### src/rtl/instr_fetch_stage.sv
`default_nettype none
// ============================================================================
// Module      : instr_fetch_stage
// Description : Pipeline fetch stage. Fetches the instruction at pc_i from a
//               variable-latency instruction memory (req/ack), stalls the PC
//               through pc_write_o while the fetch is outstanding, and loads
//               the IF/ID register (instruction, PC+4, valid) with support
//               for decode stalls and branch flushes.
// Revision    : 1.0 - initial release
// ----------------------------------------------------------------------------
// Ports
//   clk_i          in   1   clock, rising edge
//   rst_i          in   1   asynchronous reset, active low
//   pc_i           in  32   current PC
//   pc_write_o     out  1   1 = PC holds, 0 = PC loads next value
//   imem_req_o     out  1   memory request
//   imem_addr_o    out 32   fetch address
//   imem_ack_i     in   1   one-cycle response strobe
//   imem_data_i    in  32   instruction word (valid with ack)
//   id_stall_i     in   1   decode hazard, IF/ID holds
//   flush_i        in   1   branch/jump taken, squash fetch and IF/ID
//   if_id_valid_o  out  1   IF/ID holds a real instruction
//   if_id_instr_o  out 32   IF/ID instruction
//   if_id_pc4_o    out 32   IF/ID PC+4
//   fetch_err_o    out  1   sticky ack-timeout flag
// ============================================================================
module instr_fetch_stage #(
  parameter logic [31:0] NOP_INSTR  = 32'h0000_0000,
  parameter logic [7:0]  WAIT_LIMIT = 8'd15
) (
  input  logic        clk_i,
  input  logic        rst_i,
  input  logic [31:0] pc_i,
  output logic        pc_write_o,
  output logic        imem_req_o,
  output logic [31:0] imem_addr_o,
  input  logic        imem_ack_i,
  input  logic [31:0] imem_data_i,
  input  logic        id_stall_i,
  input  logic        flush_i,
  output logic        if_id_valid_o,
  output logic [31:0] if_id_instr_o,
  output logic [31:0] if_id_pc4_o,
  output logic        fetch_err_o
);

  typedef enum logic [1:0] {
    S_IDLE  = 2'd0,
    S_FETCH = 2'd1,
    S_HOLD  = 2'd2,
    S_DRAIN = 2'd3
  } state_t;

  state_t      state;
  state_t      state_nxt;
  logic [31:0] req_addr;
  logic [31:0] hold_word;
  logic [7:0]  wait_cnt;
  logic [7:0]  cnt_nxt;
  logic        err_set;
  logic        load_addr;
  logic        save_word;
  logic        accept;
  logic [31:0] accept_word;
  logic        in_wait;

  assign imem_addr_o = req_addr;
  assign in_wait     = (state == S_FETCH) || (state == S_DRAIN);

  // --------------------------------------------------------------------------
  // Next-state and combinational outputs
  // --------------------------------------------------------------------------
  always_comb begin
    state_nxt   = state;
    pc_write_o  = 1'b1;
    imem_req_o  = 1'b0;
    load_addr   = 1'b0;
    save_word   = 1'b0;
    accept      = 1'b0;
    accept_word = imem_data_i;
    case (state)
      S_IDLE: begin
        if (flush_i) begin
          pc_write_o = 1'b0;
        end else begin
          load_addr = 1'b1;
          state_nxt = S_FETCH;
        end
      end
      S_FETCH: begin
        imem_req_o = 1'b1;
        if (imem_ack_i) begin
          if (flush_i) begin
            pc_write_o = 1'b0;
            state_nxt  = S_IDLE;
          end else if (id_stall_i) begin
            // Decode cannot take the word yet: park it until the stall drops.
            save_word = 1'b1;
            state_nxt = S_HOLD;
          end else begin
            accept     = 1'b1;
            pc_write_o = 1'b0;
            state_nxt  = S_IDLE;
          end
        end else if (flush_i) begin
          pc_write_o = 1'b0;
          state_nxt  = S_DRAIN;
        end
      end
      S_HOLD: begin
        accept_word = hold_word;
        if (flush_i) begin
          pc_write_o = 1'b0;
          state_nxt  = S_IDLE;
        end else if (!id_stall_i) begin
          accept     = 1'b1;
          pc_write_o = 1'b0;
          state_nxt  = S_IDLE;
        end
      end
      S_DRAIN: begin
        // The squashed request stays on the bus until memory answers; each
        // flush seen here reloads the PC with the newest target.
        imem_req_o = 1'b1;
        pc_write_o = !flush_i;
        if (imem_ack_i) begin
          state_nxt = S_IDLE;
        end
      end
      default: begin
        state_nxt = S_IDLE;
      end
    endcase
  end

  // --------------------------------------------------------------------------
  // Ack wait counter: restarts on each new request phase and on ack
  // --------------------------------------------------------------------------
  always_comb begin
    cnt_nxt = wait_cnt;
    err_set = 1'b0;
    if (state == S_IDLE && state_nxt == S_FETCH) begin
      cnt_nxt = 8'd0;
    end else if (in_wait && imem_ack_i) begin
      cnt_nxt = 8'd0;
    end else if (state == S_FETCH && state_nxt == S_DRAIN) begin
      cnt_nxt = 8'd0;
    end else if (in_wait) begin
      if (wait_cnt != 8'hFF) begin
        cnt_nxt = wait_cnt + 8'd1;
      end
      err_set = (cnt_nxt >= WAIT_LIMIT);
    end
  end

  // --------------------------------------------------------------------------
  // State, request address, hold register, counter and error flag
  // --------------------------------------------------------------------------
  always_ff @(posedge clk_i or negedge rst_i) begin
    if (!rst_i) begin
      state       <= S_IDLE;
      req_addr    <= 32'd0;
      hold_word   <= 32'd0;
      wait_cnt    <= 8'd0;
      fetch_err_o <= 1'b0;
    end else begin
      state    <= state_nxt;
      wait_cnt <= cnt_nxt;
      if (load_addr) begin
        req_addr <= pc_i;
      end
      if (save_word) begin
        hold_word <= imem_data_i;
      end
      if (err_set) begin
        fetch_err_o <= 1'b1;
      end
    end
  end

  // --------------------------------------------------------------------------
  // IF/ID register: flush > stall > accept > bubble
  // --------------------------------------------------------------------------
  always_ff @(posedge clk_i or negedge rst_i) begin
    if (!rst_i) begin
      if_id_valid_o <= 1'b0;
      if_id_instr_o <= NOP_INSTR;
      if_id_pc4_o   <= 32'd0;
    end else if (flush_i) begin
      if_id_valid_o <= 1'b0;
      if_id_instr_o <= NOP_INSTR;
    end else if (id_stall_i) begin
      if_id_valid_o <= if_id_valid_o;
    end else if (accept) begin
      if_id_valid_o <= 1'b1;
      if_id_instr_o <= accept_word;
      if_id_pc4_o   <= req_addr + 32'd4;
    end else begin
      if_id_valid_o <= 1'b0;
      if_id_instr_o <= NOP_INSTR;
    end
  end

endmodule
`default_nettype wire
### config.mk
export PLATFORM = sky130hd
export DESIGN_NAME = instr_fetch_stage
export DESIGN_NICKNAME = d
export VERILOG_FILES = /design/src/rtl/instr_fetch_stage.sv
export SDC_FILE = /design/constraint.sdc
export NUM_CORES = 1
export LEC_CHECK = 0
export CORE_MARGIN = 1
export CORE_UTILIZATION = 49
export CTS_CLUSTER_SIZE = 8
export DETAILED_ROUTE_END_ITERATION = 16
export PLACE_DENSITY_LB_ADDON = 0.08
export SYNTH_ARGS = -nofsm -noshare
export SYNTH_HDL_FRONTEND = slang
export SYNTH_SLANG_ARGS = --single-unit
### constraint.sdc
create_clock -name clk_i -period 2.65 [get_ports clk_i]
set_input_delay 0.265 -clock clk_i [delete_from_list [all_inputs] [get_ports clk_i]]
set_output_delay 0.265 -clock clk_i [all_outputs]
set_load 0.05 [all_outputs]
Figure 1. Register map, names as in the netlist (run 1).
Scale: 2 px per um. Other sequential cells in the stronger gray, the rest of the logic in the fainter gray.
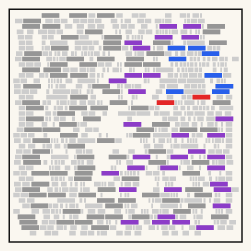
[red] state | placed flops: 2
[purple] if_id_instr_o | placed flops: 32
[blue] wait_cnt | placed flops: 8 | where: upper right
sequential share of cell area: 39.8%
end-of-flow core utilization: 69.8%

Figure 2. Pin placement (run 1).
Scale: 4 px per um. Pins as bars across the die edge, other pins in gray.
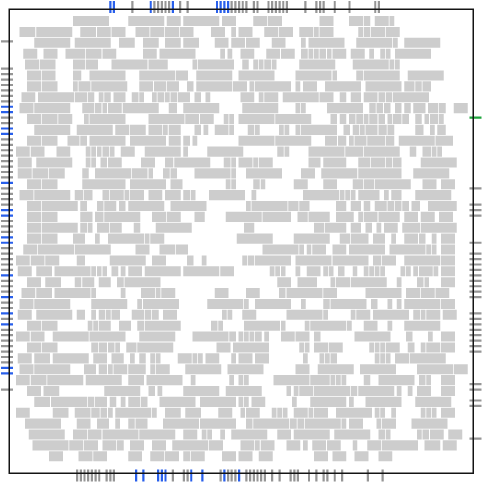
[blue] if_id_pc4_o | pins: 32 | direction: output | edge: 15 left, 9 bottom, 8 top
[green] fetch_err_o | pins: 1 | direction: output | edge: right
all pins by edge: 59 left, 45 bottom, 37 top, 28 right
die span in x: 116 um
Die Ht: 116 um
count of buffers from port buffering: 168

Figure 3. Logic cells by family (run 1).
Scale: 2 px per um.
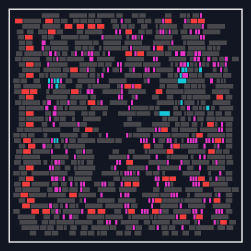
[magenta] nand cells | cells: 214 | most used: nand2_1 | where: spread over the die
[red] mux cells | cells: 67 | most used: mux2_2 | where: spread over the die
[cyan] nor cells | cells: 15 | most used: nor2_1
non-filler instance count after layout: 974
most common logic cell in the routed design: sky130_fd_sc_hd__nand2_1

Figure 4. Close-up of the layout (run 1).
Window x 45 to 70, y 22 to 47 um. Cells in gray, sequential cells in the stronger gray; small squares are vias.
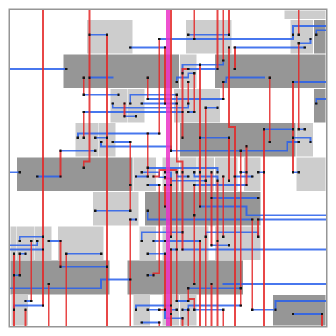
[magenta] metal 4
[red] metal 2
[blue] metal 1
sequential cells in the window: 7
cells with their middle in the window: 35
netlist names of flops here include: if_id_instr_o (4), hold_word (2)
most frequent: nand2_1 (16), dfrtp_1 (7), clkdlybuf4s50_1 (5)

==> flow.log, run 1 <==
[metrics] run summary
[metrics] end of the critical path: imem_req_o
[metrics] kind of cell adding the most delay to the critical path: buffers and inverters
[metrics] flop2flop setup slack: 0.15 ns
[metrics] capture instance of the worst register-to-register path: wait_cnt[7]$_DFFE_PN0P_
[metrics] detail-routed via count per cell: 5.17
[metrics] global-route wire length before repair: 24.6 mm
[metrics] leading register cell type out of synthesis: sky130_fd_sc_hd__dfrtp_1
[metrics] reg-to-reg startpoint: state[1]$_DFF_PN0_
[metrics] CTS-repair resized insts: 0
[metrics] delay of the slowest cell on the worst path: 0.72 ns
[metrics] Post-synth EDFFs: 0
[metrics] Lkg Pwr: 3.86 nW
[metrics] worst reg-to-reg path cell count: 8
[metrics] count of cell instances traversed by the critical path: 4
[metrics] worst setup slack after placement: 0.0387 ns
[metrics] combined area of all synthesized cells: 0.00633 sq mm
[metrics] count leader, synth: sky130_fd_sc_hd__nand2_1
[metrics] hold buffer count at cts: 1
[metrics] CTS HTree Levels: 4
[metrics] clock slew at the register clock pins of the worst setup and hold paths: 0.05 ns
[metrics] final tally of setup violations: 0
[metrics] endpoint arrival time on the critical path: 2.26 ns
[metrics] launching element of the worst setup path: state[1]$_DFF_PN0_
[metrics] total of max-cap violations: 0
[metrics] via count of the first global-routing pass: 4943
[metrics] number of clock sinks: 140
[metrics] overall power consumption: 11.1 mW
[metrics] post-synth cell types: 45
[metrics] number of DRC markers in iteration 0: 427
[metrics] cell-by-cell trace of the critical path: inv_1 > ha_2 > or2_2 > clkdlybuf4s50_1
[metrics] final count of hold timing violations: 0
[metrics] boundary pin count: 169
[metrics] proportion of synthesized chip area in sequential cells: 55.4%
[metrics] placer's final routability congestion estimate: 0.793
[metrics] number of antenna violations at the first check in global routing: 0
[metrics] Post-CTS Setup Repair Bufs: 0
[metrics] number of buffers created by CTS: 17
[metrics] Post-synth top cells: sky130_fd_sc_hd__nand2_1 (181), sky130_fd_sc_hd__dfrtp_1 (140), sky130_fd_sc_hd__o21ai_0 (62)
[metrics] buffer-and-inverter tally for the worst setup path: 2
[metrics] power density cells: 1260 mW/mm^2
[metrics] category of the critical setup timing path: reg -> out
[metrics] total number of vias: 5036
[metrics] setup repair after global routing missed its margin: yes
[metrics] sort of element at the start of the critical path: register
[metrics] Final Cycle Share: 95.4%
[metrics] clock buffer depth: 2
[metrics] per-cell routed wire length: 15.8 um
[metrics] worst IR drop on VDD: 0.891 mV
[metrics] core footprint: 0.0126 sq mm
[metrics] class of the tightest hold or removal check: in -> reg
[metrics] synthesized chip area reported by yosys: 0.00633 sq mm
[metrics] CP Max Fanout: 8
[metrics] Crit. End Element: primary output
[metrics] number of warning messages in the yosys log: 0
[metrics] relative slew slack: 53.4%
[metrics] data required time at the worst endpoint: 2.38 ns
[metrics] GRT Util Overall: 24.2%
[metrics] finished layout cell area: 0.00880 sq mm
[metrics] largest area contributor in the netlist: sky130_fd_sc_hd__dfrtp_1
[metrics] placement-stage cell area: 0.00820 sq mm
[metrics] OpenROAD warning count: 31
[metrics] upper clock frequency limit: 396 MHz
[metrics] highest-delay cell along the critical path: sky130_fd_sc_hd__clkdlybuf4s50_1
[metrics] Gate Count Post-Synth: 621
[metrics] CTS tree: built
[metrics] share of layout cells above drive strength 1: 11.0%
[metrics] overflow left after global routing: 0
[metrics] Slew Viols, Final: 0
[metrics] # diodes: 0
[metrics] Worst Hold Slack: 0.410 ns
[metrics] estimated wirelength of the detail-placed design: 10.4 mm
[metrics] syn_area_per_cell: 10.2 sq um
[metrics] clock insertion delay at the later pin of the skew report: 0.42 ns
[metrics] number of nets still failing antenna checks after routing: 0
[metrics] final critical path time including I/O delays and setup: 2.53 ns
[metrics] setup ws final: 0.122 ns
[metrics] area of the chip: 0.0134 sq mm
[metrics] floorplan net count: 697
[metrics] total wirelength of the detailed-routed design: 15.4 mm
[metrics] layout overhead on the synthesized area: 39.1%
[metrics] worst slew pin tran: 0.700 ns
[metrics] async set or reset register ratio after synthesis: 100%
[metrics] number of remaining DRC errors: 0
[metrics] Floorplan Utilization: 50.1%
[metrics] placement row count: 41
[metrics] clock root buffer: sky130_fd_sc_hd__clkbuf_16
[metrics] flip-flop and latch count after synthesis: 140
[metrics] count of placed standard cells including taps: 941
[metrics] leading post-synthesis cells by cell area: sky130_fd_sc_hd__dfrtp_1 (55%), sky130_fd_sc_hd__nand2_1 (11%), sky130_fd_sc_hd__mux2_2 (6.0%)
[metrics] length of the first detailed-routing pass in iterations: 5
[metrics] number of cell instances after yosys synthesis: 621
[metrics] largest net degree at the start of global routing: 74
[metrics] post-route setup TNS: 0 ns
[metrics] run status: finished clean
[metrics] worst setup skew after layout: 0.00626 ns
[metrics] Dominant cell area share: 55.4%
[metrics] number of nets in the layout: 865
==> run 1: final cells by class <==
cell class                      instances  area (sq um)
Clock inverter                          6          83.8
Clock buffer                           26           499
Timing Repair Buffer                  181          1810
Sequential cell                       140          3500
Inverter                                7          26.3
Multi-Input combinational cell        442          2660
Fill cell                            1001          3810
Tap cell                              172           215
==> run 1: layout by cell type, fill, tap and decap left out, types with 3 or more instances in the layout <==
cell type	netlist	final
sky130_fd_sc_hd__nand3_1	25	25
sky130_fd_sc_hd__clkdlybuf4s50_1	0	166
sky130_fd_sc_hd__and4_1	3	3
sky130_fd_sc_hd__mux2_2	34	34
sky130_fd_sc_hd__clkbuf_1	24	5
sky130_fd_sc_hd__and3_1	8	8
sky130_fd_sc_hd__dfrtp_1	140	140
sky130_fd_sc_hd__inv_1	7	7
sky130_fd_sc_hd__a31oi_1	5	5
sky130_fd_sc_hd__nor2_1	8	8
sky130_fd_sc_hd__and2b_1	3	3
sky130_fd_sc_hd__nand2_1	181	181
sky130_fd_sc_hd__clkbuf_8	0	4
sky130_fd_sc_hd__mux2i_1	33	33
sky130_fd_sc_hd__o21ai_0	62	62
sky130_fd_sc_hd__nor3_1	5	5
sky130_fd_sc_hd__xor2_1	22	22
sky130_fd_sc_hd__a21oi_1	8	8
sky130_fd_sc_hd__clkbuf_16	0	17
sky130_fd_sc_hd__xnor2_1	6	6
sky130_fd_sc_hd__clkinv_2	0	3
sky130_fd_sc_hd__ha_1	7	5
sky130_fd_sc_hd__buf_4	1	10
sky130_fd_sc_hd__nand4_1	6	6
==> run 1: how the worst min path moves through the flow <==
| stage | startpoint | endpoint | slack, ns | cells after the start |
|---|---|---|---|---|
| 6_report | imem_data_i[20] | hold_word[20]$_DFFE_PN0P_ | 0.41 | 3 |
| 2_1_floorplan | rst_i | fetch_err_o$_DFFE_PN0P_ | -0.03 | 0 |
| 4_1_cts | imem_data_i[20] | hold_word[20]$_DFFE_PN0P_ | 0.40 | 3 |
| 5_1_grt | imem_data_i[10] | hold_word[10]$_DFFE_PN0P_ | 0.43 | 3 |
| 3_5_place_dp | rst_i | if_id_instr_o[20]$_DFFE_PN0P_ | 0.32 | 1 |
| 3_3_place_gp | rst_i | if_id_instr_o[20]$_DFFE_PN0P_ | 0.32 | 1 |
==> run 1: power by group <==
part / total [mW] / internal, mW / switching (mW)
combinational: 5.20 / 1.92 / 3.28
sequential: 3.59 / 2.92 / 0.677
clock: 2.33 / 1.48 / 0.845
total: 11.1 / 6.32 / 4.80
==> run 1: layer usage <==
layer | share of wire, % | up-vias | global-route usage, %
li1 | - | 2435 | -
met2 | 48 | 161 | 39.0
met4 | 2.5 | 0 | 10.4
met1 | 42 | 2409 | 29.3
met3 | 7.8 | 31 | 8.63
met5 | 0 | - | 0
==> run 1: cells by family after synthesis <==
group                    count (synthesis)  share of synthesized area (%)
AND-OR/OR-AND                           89                           7.99
AND/OR/NAND/NOR                        251                           17.4
XOR/XNOR                                28                           3.87
adder cells (fa/ha/maj)                  7                           1.38
flip-flops                             140                           55.4
multiplexers                            67                           11.3
buffers and inverters                   39                           2.75
## Run 2: what changed since run 1
--- a/config.mk
+++ b/config.mk
@@ -5,7 +5,6 @@
 export SDC_FILE = /design/constraint.sdc
 export NUM_CORES = 1
 export LEC_CHECK = 0
-export CORE_MARGIN = 1
 export CORE_UTILIZATION = 49
 export CTS_CLUSTER_SIZE = 8
 export DETAILED_ROUTE_END_ITERATION = 16
==> constraint.sdc (replaced) <==
create_clock -name clk_i -period 2.5 [get_ports clk_i]
set_input_delay 0.25 -clock clk_i [delete_from_list [all_inputs] [get_ports clk_i]]
set_output_delay 0.25 -clock clk_i [all_outputs]
set_load 0.05 [all_outputs]
Figure 5. Register map, names as in the netlist (run 2).
Scale: 2 px per um. Other sequential cells in the stronger gray, the rest of the logic in the fainter gray.
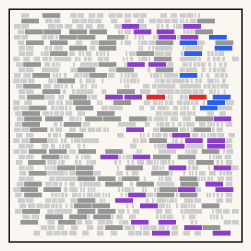
[purple] if_id_instr_o | placed flops: 32
[red] state | placed flops: 2
[blue] wait_cnt | placed flops: 8 | where: upper right
not colored: 98
end-of-flow core utilization: 70.6%
sequential cell area: 0.00350 sq mm
power attributed to sequential cells: 3.83 mW

Figure 6. Pin placement (run 2).
Scale: 4 px per um. Pins as bars across the die edge, other pins in gray.
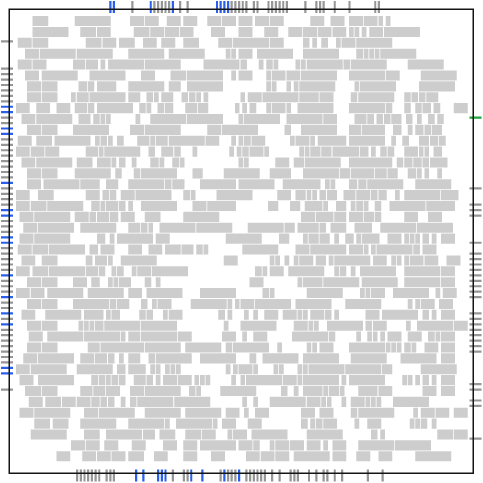
[blue] if_id_pc4_o | pins: 32 | direction: output | edge: 15 left, 9 bottom, 8 top
[green] fetch_err_o | pins: 1 | direction: output | edge: right
all pins by edge: 59 left, 45 bottom, 37 top, 28 right

==> run 2 against run 1 <==
Compared with the run above:
- clock skew decreased by 0.0011 ns
- via count increased by 0.26%
- clock-buffer cell count increased by 1
- largest cell class unchanged
==> flow.log, run 2 <==
[metrics] run summary
[metrics] leading post-synthesis cells by cell area: sky130_fd_sc_hd__dfrtp_1 (55%), sky130_fd_sc_hd__nand2_1 (11%), sky130_fd_sc_hd__mux2_2 (6.0%)
[metrics] data required time at the worst endpoint: 2.79 ns
[metrics] Post-synth top cells: sky130_fd_sc_hd__nand2_1 (181), sky130_fd_sc_hd__dfrtp_1 (140), sky130_fd_sc_hd__o21ai_0 (62)
[metrics] # diodes: 0
[metrics] Worst Hold Slack: 0.396 ns
[metrics] worst IR drop on VDD: 0.915 mV
[metrics] worst setup skew after layout: 0.00512 ns
[metrics] layout overhead on the synthesized area: 40.7%
[metrics] Lkg Pwr: 3.91 nW
[metrics] Post-CTS Setup Repair Bufs: 0
[metrics] class of the tightest hold or removal check: in -> reg
[metrics] floorplan net count: 697
[metrics] Gate Count Post-Synth: 621
[metrics] number of cell instances after yosys synthesis: 621
[metrics] async set or reset register ratio after synthesis: 100%
[metrics] via count of the first global-routing pass: 4986
[metrics] clock root buffer: sky130_fd_sc_hd__clkbuf_16
[metrics] detail-routed via count per cell: 5.16
[metrics] number of warning messages in the yosys log: 0
[metrics] power density cells: 1340 mW/mm^2
[metrics] largest net degree at the start of global routing: 71
[metrics] relative slew slack: 57.9%
[metrics] run status: finished clean
[metrics] number of nets still failing antenna checks after routing: 0
[metrics] area of the chip: 0.0134 sq mm
[metrics] total of max-cap violations: 0
[metrics] setup repair after global routing missed its margin: no
[metrics] number of clock sinks: 140
[metrics] count of buffers from port buffering: 168
[metrics] final count of hold timing violations: 0
[metrics] per-cell routed wire length: 15.6 um
[metrics] finished layout cell area: 0.00890 sq mm
[metrics] worst slew pin tran: 0.631 ns
[metrics] number of remaining DRC errors: 0
[metrics] final critical path time including I/O delays and setup: 2.38 ns
[metrics] GRT Util Overall: 24.2%
[metrics] number of antenna violations at the first check in global routing: 0
[metrics] core footprint: 0.0126 sq mm
[metrics] CTS tree: built
[metrics] count of placed standard cells including taps: 946
[metrics] highest-delay cell along the critical path: sky130_fd_sc_hd__dfrtp_1
[metrics] placer's final routability congestion estimate: 0.808
[metrics] delay of the slowest cell on the worst path: 0.46 ns
[metrics] synthesized chip area reported by yosys: 0.00633 sq mm
[metrics] CP Max Fanout: 9
[metrics] placement-stage cell area: 0.00824 sq mm
[metrics] total number of vias: 5049
[metrics] Dominant cell area share: 55.4%
[metrics] clock insertion delay at the later pin of the skew report: 0.41 ns
[metrics] highest-count cells in the layout ignoring fill and taps: sky130_fd_sc_hd__nand2_1 (181), sky130_fd_sc_hd__clkdlybuf4s50_1 (165), sky130_fd_sc_hd__dfrtp_1 (139)
[metrics] length of the first detailed-routing pass in iterations: 4
[metrics] share of layout cells above drive strength 1: 12.0%
[metrics] number of DRC markers in iteration 0: 256
[metrics] syn_area_per_cell: 10.2 sq um
[metrics] global-route wire length before repair: 24.8 mm
[metrics] flip-flop and latch count after synthesis: 140
[metrics] post-synth cell types: 45
[metrics] Slew Viols, Final: 0
[metrics] overflow left after global routing: 0
[metrics] post-route setup TNS: 0 ns
[metrics] upper clock frequency limit: 421 MHz
[metrics] number of buffers created by CTS: 17
[metrics] combined area of all synthesized cells: 0.00633 sq mm
[metrics] estimated wirelength of the detail-placed design: 10.3 mm
-- run 2: cell families (layout without fill, tap and decap cells) --
logic type,Yosys count,after routing,share of synthesized area [%]
simple gates,251,251,17.4
flops,140,140,55.4
compound gates,89,89,7.99
mux,67,67,11.3
buf+inv,39,225,2.75
xor+xnor,28,28,3.87
fa+ha+maj,7,7,1.38
-- run 2: final timing paths --
| path | startpoint | endpoint | slack (ns) | cells past startpoint |
|---|---|---|---|---|
| worst max-delay path | state[0]$_DFF_PN0_ | wait_cnt[7]$_DFFE_PN0P_ | 0.12 | 8 |
| worst min-delay path | imem_data_i[23] | hold_word[23]$_DFFE_PN0P_ | 0.40 | 3 |
| worst max register to register | state[0]$_DFF_PN0_ | wait_cnt[7]$_DFFE_PN0P_ | 0.12 | 8 |
| worst min register to register | fetch_err_o$_DFFE_PN0P_ | fetch_err_o$_DFFE_PN0P_ | 0.47 | 1 |
| max in group asynchronous | rst_i | imem_addr_o[18]$_DFFE_PN0P_ | 1.29 | 3 |
| min in group asynchronous | rst_i | if_id_instr_o[21]$_DFFE_PN0P_ | 0.41 | 2 |
-- run 2: worst max-delay path: cells and delay by family, from the launching register on --
kind	cells	cell delay, ns
AND-OR/OR-AND	4	0.93
adder cells (fa/ha/maj)	1	0.22
buffers and inverters	1	0.12
AND/OR/NAND/NOR	2	0.54
flip-flops	1	0.46
-- run 2: what timing repair did --
action,in CTS,in global routing
hold buffers,1,0
endpoints found under the setup margin,2,10
gates cloned,0,0
resized,3,9
endpoints found under the hold margin,66,0
-- run 2: through the flow --
stage / setup slack (ns) / util, %
after floorplan: 0.229 / -
after global placement: 0.123 / 65.3
after detailed placement: 0.0515 / 65.3
after CTS: 0.0132 / 70.3
after global routing: 0.00383 / 70.6
final: 0.124 / 70.6
-- run 2: routing by layer --
metal | global-route usage, % | up-vias | share of wire (%)
li1 | - | 2455 | -
met1 | 30.1 | 2438 | 42
met2 | 39.8 | 136 | 49
met3 | 8.11 | 20 | 7.2
met4 | 8.38 | 0 | 1.7
met5 | 0 | - | 0
-- run 2: area by class of cell --
cell class | instances | area, sq um
fillers | 1004 | 3720
flip-flops and latches | 140 | 3500
multi-input cells | 442 | 2690
repair buffers | 186 | 1860
clock buffers | 27 | 533
well taps | 172 | 215
clock inverters | 5 | 77.6
inverters | 7 | 26.3
-- run 2: power breakdown --
group          internal, mW  switching [mW]  leakage, nW
Clock                  1.65           0.881        0.300
Sequential             3.09           0.737         1.79
Combinational          2.10            3.48         1.82
Power is estimated from default activity; no workload was simulated.
